$ cat src/rtl/au_serial_unit.sv
// Bit-serial arithmetic unit: streams two WIDTH-bit operands LSB-first through a
// single 1-bit AU slice, keeping the running carry in a flip-flop.
module au_serial_unit #(
   parameter int WIDTH = 8
) (
   input  logic             clk,
   input  logic             rst,
   input  logic             start,
   input  logic [WIDTH-1:0] a,
   input  logic [WIDTH-1:0] b,
   input  logic             s0,
   input  logic             s1,
   input  logic             ci,
   output logic             busy,
   output logic             done,
   output logic [WIDTH-1:0] d,
   output logic             cout
);

   localparam int CW = $clog2(WIDTH);
   localparam logic [CW-1:0] LAST = CW'(WIDTH - 1);

   typedef enum logic [1:0] {IDLE, SHIFT, DONE} state_t;

   state_t           state_reg, state_next;
   logic [WIDTH-1:0] a_reg, a_next;
   logic [WIDTH-1:0] b_reg, b_next;
   logic [1:0]       sel_reg, sel_next;
   logic             carry_reg, carry_next;
   logic [CW-1:0]    count_reg, count_next;
   logic [WIDTH-1:0] res_reg, res_next;
   logic [WIDTH-1:0] d_reg, d_next;
   logic             cout_reg, cout_next;

   logic             y_bit;
   logic             sum_bit;
   logic             slice_carry;
   logic [WIDTH-1:0] res_shifted;

   always_ff @(posedge clk) begin
      if (rst) begin
         state_reg <= IDLE;
         a_reg     <= '0;
         b_reg     <= '0;
         sel_reg   <= '0;
         carry_reg <= 1'b0;
         count_reg <= '0;
         res_reg   <= '0;
         d_reg     <= '0;
         cout_reg  <= 1'b0;
      end else begin
         state_reg <= state_next;
         a_reg     <= a_next;
         b_reg     <= b_next;
         sel_reg   <= sel_next;
         carry_reg <= carry_next;
         count_reg <= count_next;
         res_reg   <= res_next;
         d_reg     <= d_next;
         cout_reg  <= cout_next;
      end
   end

   // The slice always looks at bit 0 of the operand shift registers.
   always_comb begin
      case (sel_reg)
         2'b00:   y_bit = b_reg[0];
         2'b01:   y_bit = ~b_reg[0];
         2'b10:   y_bit = 1'b0;
         default: y_bit = 1'b1;
      endcase
      sum_bit     = a_reg[0] ^ y_bit ^ carry_reg;
      slice_carry = (a_reg[0] & y_bit) | (a_reg[0] & carry_reg) | (y_bit & carry_reg);
      res_shifted = {sum_bit, res_reg[WIDTH-1:1]};
   end

   always_comb begin
      state_next = state_reg;
      a_next     = a_reg;
      b_next     = b_reg;
      sel_next   = sel_reg;
      carry_next = carry_reg;
      count_next = count_reg;
      res_next   = res_reg;
      d_next     = d_reg;
      cout_next  = cout_reg;
      busy       = 1'b0;
      done       = 1'b0;
      case (state_reg)
         IDLE: begin
            if (start) begin
               a_next     = a;
               b_next     = b;
               sel_next   = {s1, s0};
               carry_next = ci;
               count_next = '0;
               state_next = SHIFT;
            end
         end
         SHIFT: begin
            busy       = 1'b1;
            a_next     = a_reg >> 1;
            b_next     = b_reg >> 1;
            res_next   = res_shifted;
            carry_next = slice_carry;
            count_next = count_reg + CW'(1);
            // MSB is processed on the same edge that publishes the word.
            if (count_reg == LAST) begin
               d_next     = res_shifted;
               cout_next  = slice_carry;
               count_next = '0;
               state_next = DONE;
            end
         end
         DONE: begin
            done       = 1'b1;
            state_next = IDLE;
         end
         default: state_next = IDLE;
      endcase
   end

   assign d    = d_reg;
   assign cout = cout_reg;

endmodule
$ cat config.mk
export PLATFORM = sky130hd
export DESIGN_NAME = au_serial_unit
export DESIGN_NICKNAME = d
export VERILOG_FILES = /design/src/rtl/au_serial_unit.sv
export SDC_FILE = /design/constraint.sdc
export NUM_CORES = 1
export LEC_CHECK = 0
export ABC_AREA = 1
export ABC_CLOCK_PERIOD_IN_PS = 1330
export CORE_MARGIN = 10
export CORE_UTILIZATION = 33
export CTS_CLUSTER_DIAMETER = 40
export DETAILED_ROUTE_END_ITERATION = 8
export PLACE_DENSITY_LB_ADDON = 0.25
export SLEW_MARGIN = 25
export SYNTH_ARGS = -nofsm -noshare
export SYNTH_HDL_FRONTEND = slang
export SYNTH_SLANG_ARGS = --single-unit
$ cat constraint.sdc
create_clock -name clk -period 1.33 [get_ports clk]
set_input_delay 0.266 -clock clk [delete_from_list [all_inputs] [get_ports clk]]
set_output_delay 0.266 -clock clk [all_outputs]
set_load 0.005 [all_outputs]
**Run 1: floorplan with the power grid**

Bar = 20 µm. Pins as bars on the die edge.
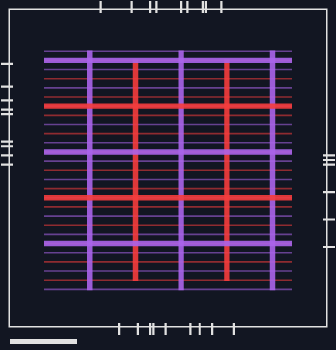
legend:
  purple:
    net: VSS
  red:
    net: VDD
met5 straps: 5
signal pins: 33
met1 rails: 27
rows: 26
die width: 93.8 µm
Core Area: 5200 µm²
IR Drop Worst-Case VDD: 428 µV
die height: 93.8 µm

**Run 1: clock routing**

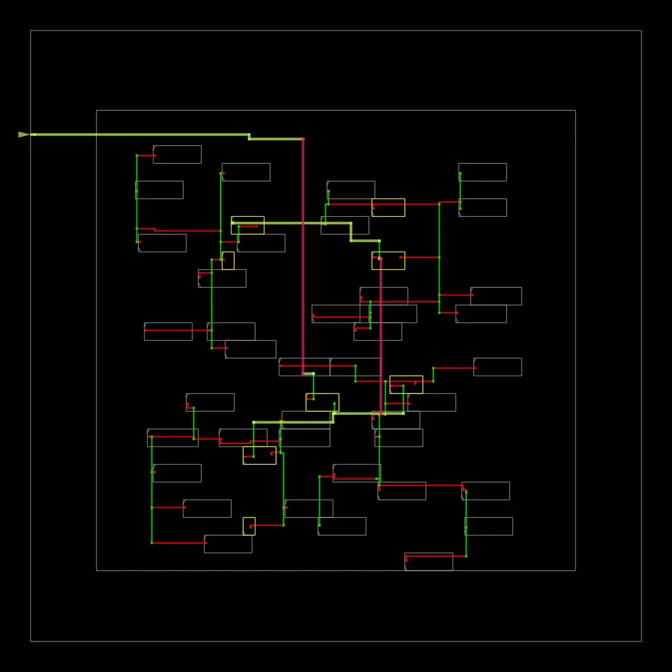
clock group power: 0.841 mW
clk_lat worst skew: 0.30 ns
clkbuf count: 6

**Run 1: metal layers overlaid**

Bar = 20 µm. Two of the layers only.
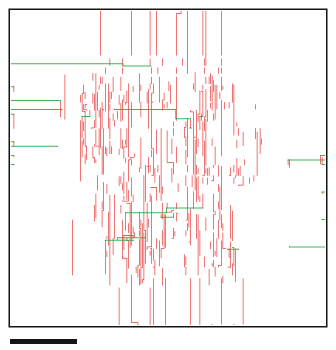
legend:
  green:
    layer: metal 3
    wire_length: 194 µm
  red:
    layer: metal 2
    wire_length: 1880 µm
Total Routing Usage GR: 10.6%
drt total wl: 4470 µm
drt wl/cell: 12.3 µm

==> flow_summary_export.csv, run 1 <==
group,metric,value,unit
grt,antenna_found_initial,0,
grt,overflow,0,
cts,clock_path_buffers,2,
synthesis,postSynthSeqShare,44.5,%
cts,cts_tree,"yes",
sta,fmax,733,MHz
synthesis,synth.top_cells.by_area,"dfxtp_1, nand3_1, inv_1",
synthesis,top_area_cell,"dfxtp_1",
sta,fin_tns_setup,-0.0354,ns
setup_path,required,1.53,ns
sta,drv_slew,0,
synthesis,yosys_cells,247,
min_path,holdPathStages,2,
pwr,p_seq_share,50.7,%
synthesis,ys_sh_adder,2.50,%
routing,ant_nets,0,
synthesis,synthTopCellsByCount,"nand3_1, dfxtp_1, inv_1, nor2_1, a21oi_1",
setup_path,r2r_cells,7,
cells_and_area,final_cell_mix,"nand3_1, inv_1, dfxtp_1",
cts,cts-root-buf,"clkbuf_8",
place,place_area,2250,µm²
routing,dr.first_iter.drc_count,91,
run_status,status,"finished, violations left",
flow_run,drv_cap,0,
routing,wl_met3,193,µm
setup_path,crit_start,"sel_reg[1]",
cells_and_area,nets,319,
setup_path,reg2reg_from,"sel_reg[1]",
place,io_buffers,32,
setup_path,path_class,"reg -> reg",
place,globalplace.congestion,0.792,
cts,cts_resized,17,
routing,firstDrtPassIters,5,
floorplanning,ioPinCount,33,
synthesis,ys.flops,40,
pwr,power_switching,0.697,mW
synthesis,synth.yosys.warnings,0,
setup_path,rrSetupSlack,-0.03,ns
pwr,leakagePower,1.10,nW
flow_run,tool_warnings,28,
pwr,pg_seq,1.32,mW
grt,busiest_layer,"met1",
synthesis,simple_gate_share,26.8,%
setup_path,crit_arrival,1.56,ns
sta,period_needed,1.36,ns
sta,rsz0062_at_grt,"true",
cts,worst_setup_hold_path_clk_slew,0.08,ns
sta,postLayoutSetupSlackWorst,-0.0350,ns
cts,postCtsHoldBufs,0,
routing,wl_met2,1880,µm
cells_and_area,final_layout_size_suffix_gt1_share,18.3,%
pwr,sw_frac_of_total,26.8,%
run_status,violations,"negative setup slack",
min_path,min-delay-start,"b_reg[4]",
grt,globalRouteMet2Util,14.2,%
cts,htree_levels,2,
setup_path,r2r-end,"d[7]",
synthesis,edf_count,0,
cts,cts_buffers,5,
cells_and_area,lay_top_count,"nand3_1",
synthesis,syn_nets,272,
grt,grt_pass1_vias,1547,
place,place_inst,351,
floorplanning,initial_core_util,34.6,%
grt,grt_util_met1,14.8,%
pwr,p_total,2.60,mW
synthesis,xor_area_share,0.487,%
routing,vias,1662,
min_path,hold_path_class,"reg -> reg",
synthesis,async_flop_share,0,%
pwr,p_comb,0.441,mW
grt,grtUsageMet3,3.68,%
pwr,p_int,1.90,mW
place,pre_cts_slack,-0.0968,ns
sta,tightest_slew,0.294,ns
synthesis,yosys_area,1800,µm²
setup_path,setup.worst_path.start_class,"flip-flop",
setup_path,endpoint,"d[7]",
cells_and_area,postLayoutCoreUtil,47.1,%
sta,setup_viol,2,
sta,hold_viol,0,
sta,maxSlewHeadroom,80.4,%
sta,fin_crit_sh,103,%
synthesis,top_cell_area_share,44.5,%
cells_and_area,stdcell_count,365,
cells_and_area,diodes,0,
setup_path,path_max_fanout,2,
synthesis,logic_family,"simple AND/OR/NAND/NOR gates",
cts,post_cts_buffers,0,
sta,fin_worst_skew,0.00758,ns
synthesis,ys.flop_type,"dfxtp_1",
synthesis,synth_cell_type_count,23,
synthesis,netlist_instances,247,
grt,grt_pass1_wl,7490,µm
floorplanning,rows,26,
pwr,combPwrFrac,17.0,%
setup_path,worstSetupEndpointType,"flip-flop",
place,dp_hpwl,3080,µm
cells_and_area,area_delta_synth_final,36.4,%
floorplanning,die_area,8810,µm²
synthesis,post-synth-top-count-cell,"nand3_1",
cells_and_area,fin_area,2450,µm²
cts,clock-sinks,40,
synthesis,compound_area_share,12.2,%
routing,highest_layer,"met4",
sta,hold-worst-slack,0.484,ns
routing,drc_errors,0,
pwr,clkPwrFrac,32.3,%
pwr,p_per_area,1060,nW/µm²
synthesis,ys_sh_mux,0,%
synthesis,synth.avg_cell_area,7.28,µm²
pwr,power_leader,"sequential cells",
synthesis,synthesis.area,1800,µm²
grt,grt_max_degree,22,
routing,viasPerCell,4.55,
min_path,hold_end,"b_reg[4]",
routing,wl_met1,2340,µm
-- run 1: area by class of cell --
| type | count | area, µm² |
|---|---|---|
| Fill cell | 547 | 2750 |
| Tap cell | 70 | 87.6 |
| Inverter | 43 | 166 |
| Timing Repair inverter | 1 | 7.51 |
| Sequential cell | 40 | 810 |
| Clock inverter | 2 | 10.0 |
| Clock buffer | 6 | 82.6 |
| Multi-Input combinational cell | 151 | 797 |
| Timing Repair Buffer | 52 | 493 |
-- run 1: worst max-delay path, cell delays in order (launching register included) --
cell,delay (ns)
dfxtp_2,0.33
inv_2,0.04
nand2_2,0.05
xor2_2,0.15
fa_1,0.51
inv_1,0.04
nor2_1,0.10
nor2_1,0.05
**Run 1: placed cells, one colour a class**

Fill, decap, tap and diode cells in grey.
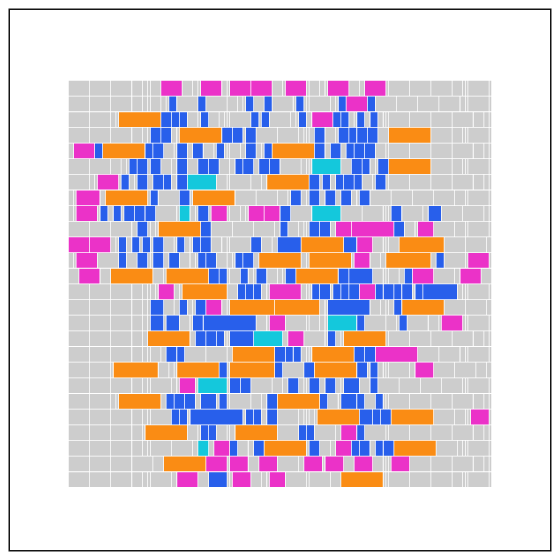

==> inputs of run 2 (changes only) <==
--- a/config.mk
+++ b/config.mk
@@ -7,11 +7,12 @@
 export LEC_CHECK = 0
 export ABC_AREA = 1
 export ABC_CLOCK_PERIOD_IN_PS = 1330
-export CORE_MARGIN = 10
 export CORE_UTILIZATION = 33
 export CTS_CLUSTER_DIAMETER = 40
 export DETAILED_ROUTE_END_ITERATION = 8
+export GPL_ROUTABILITY_DRIVEN = 0
 export PLACE_DENSITY_LB_ADDON = 0.25
+export REMOVE_ABC_BUFFERS = 1
 export SLEW_MARGIN = 25
 export SYNTH_ARGS = -nofsm -noshare
 export SYNTH_HDL_FRONTEND = slang
**Run 2: placed cells, one colour a class**

Fill, decap, tap and diode cells in grey.
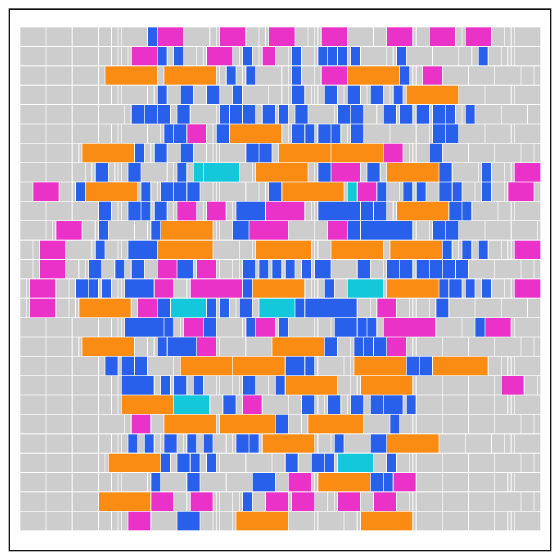
legend:
  cyan:
    class: clock drivers and dummy loads
    cells: 8
  orange:
    class: flops
    cells: 40
  blue:
    class: combinational and other logic
    cells: 194
  magenta:
    class: other buffers and delay cells
    cells: 55
num rows: 26
Core Area: 5170 µm²
fraction of area in registers: 32.8%
final core utilization: 47.8%

**Run 2: clock routing**

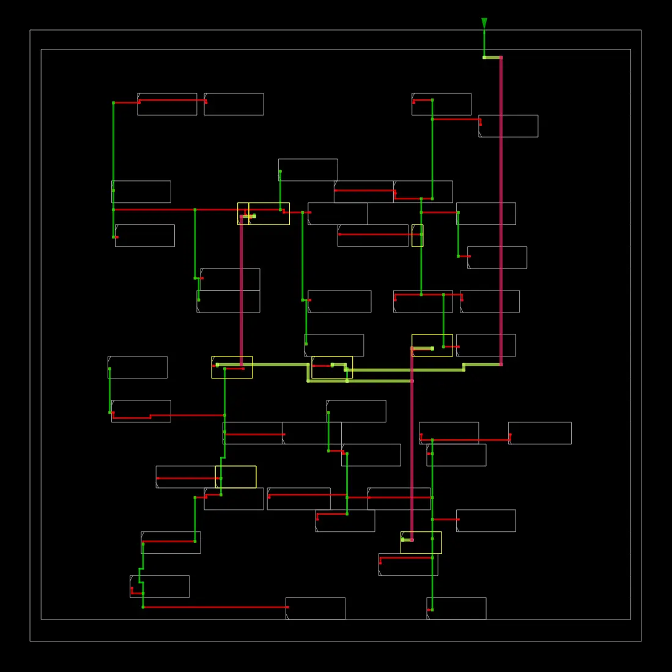
clock group power: 0.829 mW
Worst Skew: 0.00324 ns
total CTS buffers: 5
Flops: 40

==> run 2 against run 1 <==
The flow still finishes with violations (negative setup slack). Cell count rose by 0.55%. Critical endpoint is now res_reg[7]. Clock power fell by 1%. Routed wire length fell by 5.9%. Clock skew fell by 0.0043 ns. Synthesized cell count did not move. Critical path depth fell by 3. Setup slack got worse by 0.0050 ns. Die size fell by 35%.
==> flow_summary_export.csv, run 2 <==
group,metric,value,unit
grt,overflow,0,
sta,rsz0062_at_grt,"true",
setup_path,path_cells,"xor2_2 > fa_1 > buf_4 > a21oi_2",
routing,firstDrtPassIters,4,
synthesis,yosys_area,1800,µm²
synthesis,netlist_instances,247,
synthesis,xor_area_share,0.487,%
synthesis,post-synth-top-count-cell,"nand3_1",
grt,globalRouteMet2Util,24.5,%
routing,drc_errors,0,
synthesis,synth.top_cells.by_area,"dfxtp_1, nand3_1, inv_1",
synthesis,top_cell_area_share,44.5,%
sta,tightest_slew,0.247,ns
cells_and_area,ff_latch_area,811,µm²
setup_path,r2r-end,"res_reg[7]",
setup_path,reg2reg_from,"sel_reg[0]",
routing,wl_met2,1980,µm
cells_and_area,final_layout_size_suffix_gt1_share,18.2,%
synthesis,ys.flops,40,
grt,antenna_found_initial,0,
sta,hold-worst-slack,0.479,ns
floorplanning,initial_core_util,34.8,%
min_path,hold_end,"cout",
run_status,violations,"negative setup slack",
pwr,p_per_area,1060,nW/µm²
cells_and_area,fin_area,2470,µm²
setup_path,crit_start,"sel_reg[0]",
min_path,hold_path_class,"reg -> reg",
synthesis,ys_sh_mux,0,%
cts,htree_levels,2,
setup_path,path_class,"reg -> reg",
routing,dr.first_iter.drc_count,98,
place,dp_hpwl,2830,µm
synthesis,synthesis.area,1800,µm²
routing,drt-total-wl,4210,µm
sta,fin_crit_sh,103,%
setup_path,crit_slowest_cell,"fa_1",
setup_path,required,1.56,ns
grt,grt_pass1_wl,6780,µm
synthesis,top_area_cell,"dfxtp_1",
cells_and_area,lay_top_count,"nand3_1",
setup_path,worstSetupEndpointType,"flip-flop",
grt,grt_max_degree,22,
synthesis,synth_cell_type_count,23,
min_path,holdPathStages,2,
setup_path,crit_family,"adder cells",
routing,highest_layer,"met4",
cts,cts-root-buf,"clkbuf_8",
synthesis,ys_sh_adder,2.50,%
grt,busiest_layer,"met2",
floorplanning,ioPinCount,33,
place,place_area,2270,µm²
pwr,ir_worst_vdd,517,µV
sta,drv_slew,0,
routing,vias,1689,
synthesis,ys.flop_type,"dfxtp_1",
cells_and_area,final_cell_mix,"nand3_1, inv_1, dfxtp_1",
cts,post_cts_buffers,3,
setup_path,path_max_fanout,2,
cells_and_area,area_delta_synth_final,37.6,%
routing,viasPerCell,4.60,
grt,grt_usage,16.0,%
synthesis,postSynthSeqShare,44.5,%
cts,postCtsHoldBufs,0,
place,io_buffers,32,
cts,clock_path_buffers,2,
floorplanning,die_y,75.8,µm
synthesis,synthTopCellsByCount,"nand3_1, dfxtp_1, inv_1, nor2_1, a21oi_1",
cells_and_area,num-fill-cells,537,
floorplanning,die_area,5750,µm²
setup_path,setup.worst_path.start_class,"flip-flop",
setup_path,r2r_cells,4,
cells_and_area,nets,321,
flow_run,tool_warnings,27,
sta,maxSlewHeadroom,83.4,%
grt,grt_util_met1,22.2,%
sta,period_needed,1.37,ns
min_path,min-delay-start,"cout",
cts,clock-sinks,40,
synthesis,yosys_cells,247,
setup_path,cp_num_buf_inv,1,
cts,clk_latency,0.29,ns
floorplanning,die.size.x,75.8,µm
pwr,leakagePower,1.12,nW
routing,wl_met3,106,µm
cts,cts_resized,25,
setup_path,crit_arrival,1.60,ns
sta,setup_viol,2,
setup_path,max_stage_delay,0.46,ns
synthesis,async_flop_share,0,%
cells_and_area,diodes,0,
setup_path,endpoint,"res_reg[7]",
run_status,status,"finished, violations left",
grt,grtUsageMet3,2.38,%
synthesis,synth.yosys.warnings,0,
synthesis,edf_count,0,
sta,postLayoutSetupSlackWorst,-0.0400,ns
cts,cts_tree,"yes",
routing,wl_per_cell,11.5,µm
setup_path,crit_cells,4,
synthesis,logic_family,"simple AND/OR/NAND/NOR gates",
synthesis,compound_area_share,12.2,%
grt,grt_pass1_vias,1467,
routing,ant_nets,0,
flow_run,drv_cap,0,
synthesis,synth.avg_cell_area,7.28,µm²
## run 2: through the flow
stage	utilization [%]	setup WS (ns)	setup TNS, ns	instances
final	47.8	-0.0400	-0.0773	367
after global routing	47.8	-0.119	-0.345	367
after CTS	46.5	-0.0123	-0.0171	363
after detailed placement	44.0	-0.104	-1.74	352
after global placement	44.0	-0.0881	-1.35	352
after floorplan	-	-0.154	-2.45	234
## run 2: cell type report
type / instances / share of cell area, %
inverters: 43 / 6.72
flip-flops and latches: 40 / 32.8
repair buffers: 55 / 21.0
clock buffers: 8 / 3.64
multi-input cells: 151 / 32.4
well taps: 70 / 3.54
## run 2: power by group
group	switching, mW	internal [mW]	total [mW]
Combinational	0.238	0.245	0.483
Sequential	0.0428	1.27	1.31
Clock	0.405	0.423	0.829
Power and IR drop assume default switching activity.
